`src/rtl/chip_pkg.sv`:
```
// chip_pkg: shared FSM state encoding and LED flash patterns
package chip_pkg;
    typedef enum logic [1:0] {IDLE, ON, OFF} state_e;
    localparam logic [3:0] LED_CH0 = 4'b0011;
    localparam logic [3:0] LED_CH1 = 4'b1100;
endpackage

```
`src/rtl/flash_timer.sv`:
```
// flash_timer: tick prescaler plus duration counter, restarted by start; done marks the last cycle
module flash_timer #(
    parameter int TICK_DIV = 100_000,
    parameter int DUR_W    = 7
) (
    input  logic             clk,
    input  logic             rst,
    input  logic             start,
    input  logic [DUR_W-1:0] len_ticks,
    output logic             done
);
    localparam int TW = $clog2(TICK_DIV);
    logic [TW-1:0] tick_q, tick_d;
    logic [DUR_W-1:0] dur_q, dur_d;
    logic wrap;
    always_comb begin
        wrap   = tick_q == TW'(TICK_DIV - 1);
        done   = wrap && dur_q == len_ticks - DUR_W'(1);
        tick_d = (start || wrap) ? '0 : tick_q + TW'(1);
        dur_d  = start ? '0 : wrap ? dur_q + DUR_W'(1) : dur_q;
    end
    always_ff @(posedge clk) begin
        if (rst) begin
            tick_q <= '0;
            dur_q  <= '0;
        end else begin
            tick_q <= tick_d;
            dur_q  <= dur_d;
        end
    end
endmodule

```
`src/rtl/pulse_flash_driver.sv`:
```
// pulse_flash_driver: counts per-channel event pulses and serves them round-robin as timed LED flashes
module pulse_flash_driver
    import chip_pkg::*;
#(
    parameter int TICK_DIV  = 100_000,
    parameter int ON_TICKS  = 100,
    parameter int OFF_TICKS = 100,
    parameter int CNT_W     = 4
) (
    input  logic       clk,
    input  logic       rst,
    input  logic [1:0] pulse_in,
    output logic [3:0] led,
    output logic       busy,
    output logic       overflow
);
    localparam int MAX_T = ON_TICKS > OFF_TICKS ? ON_TICKS : OFF_TICKS;
    localparam int DUR_W = $clog2(MAX_T + 1);
    state_e state_q, state_d;
    logic [CNT_W-1:0] cnt_q [2];
    logic [CNT_W-1:0] cnt_d [2];
    logic [3:0] led_q, led_d;
    logic last_q, last_d, ovf_q, ovf_d, busy_q, busy_d;
    logic launch, pick, any_pend, done, start, dec;
    logic [DUR_W-1:0] len_ticks;
    flash_timer #(.TICK_DIV(TICK_DIV), .DUR_W(DUR_W)) u_timer (
        .clk(clk), .rst(rst), .start(start), .len_ticks(len_ticks), .done(done)
    );
    always_comb begin
        len_ticks = state_q == ON ? DUR_W'(ON_TICKS) : DUR_W'(OFF_TICKS);
        any_pend  = cnt_q[0] != '0 || cnt_q[1] != '0;
        pick      = cnt_q[~last_q] != '0 ? ~last_q : last_q;
        launch    = 1'b0;
        state_d   = state_q;
        case (state_q)
            IDLE: launch = any_pend;
            ON:   state_d = done ? OFF : ON;
            OFF: begin
                launch  = done && any_pend;
                state_d = done ? IDLE : OFF;
            end
            default: state_d = IDLE;
        endcase
        state_d = launch ? ON : state_d;
        last_d  = launch ? pick : last_q;
        start   = state_d != state_q;
        led_d   = state_d == ON ? (last_d ? LED_CH1 : LED_CH0) : 4'b0000;
        busy_d  = state_d != IDLE;
        ovf_d   = ovf_q;
        dec     = 1'b0;
        for (int i = 0; i < 2; i++) begin
            dec      = launch && pick == 1'(i);
            cnt_d[i] = cnt_q[i];
            if (pulse_in[i] && !dec) begin
                if (&cnt_q[i]) ovf_d = 1'b1;
                else cnt_d[i] = cnt_q[i] + CNT_W'(1);
            end else if (!pulse_in[i] && dec) begin
                cnt_d[i] = cnt_q[i] - CNT_W'(1);
            end
        end
    end
    always_ff @(posedge clk) begin
        if (rst) begin
            state_q <= IDLE;
            cnt_q   <= '{default: '0};
            last_q  <= 1'b1;
            ovf_q   <= 1'b0;
            busy_q  <= 1'b0;
            led_q   <= '0;
        end else begin
            state_q <= state_d;
            cnt_q   <= cnt_d;
            last_q  <= last_d;
            ovf_q   <= ovf_d;
            busy_q  <= busy_d;
            led_q   <= led_d;
        end
    end
    assign led      = led_q;
    assign busy     = busy_q;
    assign overflow = ovf_q;
endmodule

```
`config.mk`:
```
export PLATFORM = sky130hd
export DESIGN_NAME = pulse_flash_driver
export DESIGN_NICKNAME = d
export VERILOG_FILES = /design/src/rtl/chip_pkg.sv /design/src/rtl/flash_timer.sv /design/src/rtl/pulse_flash_driver.sv
export SDC_FILE = /design/constraint.sdc
export NUM_CORES = 1
export LEC_CHECK = 0
export ABC_AREA = 1
export CAP_MARGIN = 20
export CELL_PAD_IN_SITES_DETAIL_PLACEMENT = 0
export CELL_PAD_IN_SITES_GLOBAL_PLACEMENT = 1
export CORE_ASPECT_RATIO = 1.2
export CORE_MARGIN = 1.5
export CORE_UTILIZATION = 43
export CTS_CLUSTER_DIAMETER = 150
export DETAILED_ROUTE_END_ITERATION = 12
export PLACE_DENSITY = 0.86
export SYNTH_ARGS = -nofsm -noshare
export SYNTH_HDL_FRONTEND = slang
export SYNTH_SLANG_ARGS = --single-unit
```
`constraint.sdc`:
```
create_clock -name clk -period 2.6 [get_ports clk]
set_input_delay 0.52 -clock clk [delete_from_list [all_inputs] [get_ports clk]]
set_output_delay 0.52 -clock clk [all_outputs]
set_load 0.03 [all_outputs]
```
Fig. 1: M3 wires
Scale bar: 20 um. Cells faint in the background.
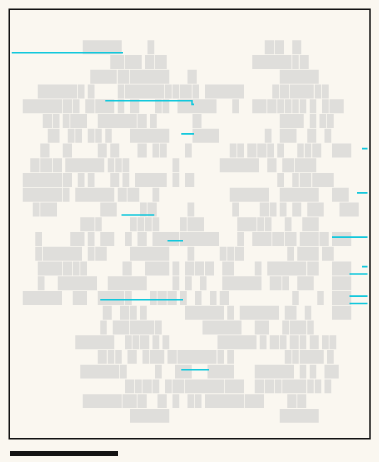
- main direction: horizontal
- wire length on this layer: 85.3 um
- nets with wire on the layer: 9
- longest straight run: 20.2 um
- share of all routed wire: 2.3%
DR vias: 1738
overall routed net length: 3650 um
met3 Usage GRT: 3.40%

Fig. 2: metal 2
Scale bar: 20 um. Cells faint in the background.
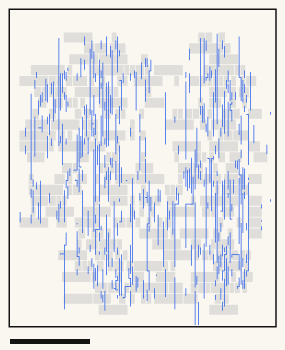
- longest straight run: 26.9 um
- share of all routed wire: 47%
- wire length on this layer: 1720 um
- nets with wire on the layer: 239
- main direction: vertical
met2 usage: 28.1%

==> results.py <==
# Metrics from the implementation run
metrics = {
    "finish": {
        "largest_reg_flops": 17,
        "synthToLayoutAreaGrowth_pct": 11.7,
        "n_clock_buffer": 5,
        "clkCellAreaFrac_pct": 3.63,
        "comb_cells": 194,
        "top_regs": "u_timer.tick_q (17), cnt_q (8), u_timer.dur_q (7)",
    },
    "clocking": {
        "cts-root-buf": "clkbuf_8",
        "cts_htree_levels": 2,
    },
    "min_path": {
        "hold_end": "u_timer.tick_q[0]",
        "whs_path_depth": 1,
    },
    "floorplanning": {
        "tap_cells": 58,
        "die_w_um": 66.3,
        "die_h_um": 79.0,
        "ios": 10,
    },
    "timing": {
        "finalHoldViolCount": 0,
    },
    "pwr": {
        "p_int_uw": 1220,
        "peakVddDrop_mv": 0.407,
        "p_per_area_nw_per_um2": 896,
    },
    "placement": {
        "hpwlAfterDp_um": 2870,
    },
    "logic_synthesis": {
        "postSynth.asyncResetShare_pct": 0,
        "ys_sh_simple_pct": 34.2,
        "yosys_warnings": 0,
    },
    "routing": {
        "dr.pass1.iters": 4,
        "wl_per_cell_um": 10.0,
    },
    "setup_path": {
        "cp_num_cells": 15,
    },
    "outcome": {
        "status": "complete, no violations",
    },
}
No activity file was given, so power comes from the tool's default toggle rates.
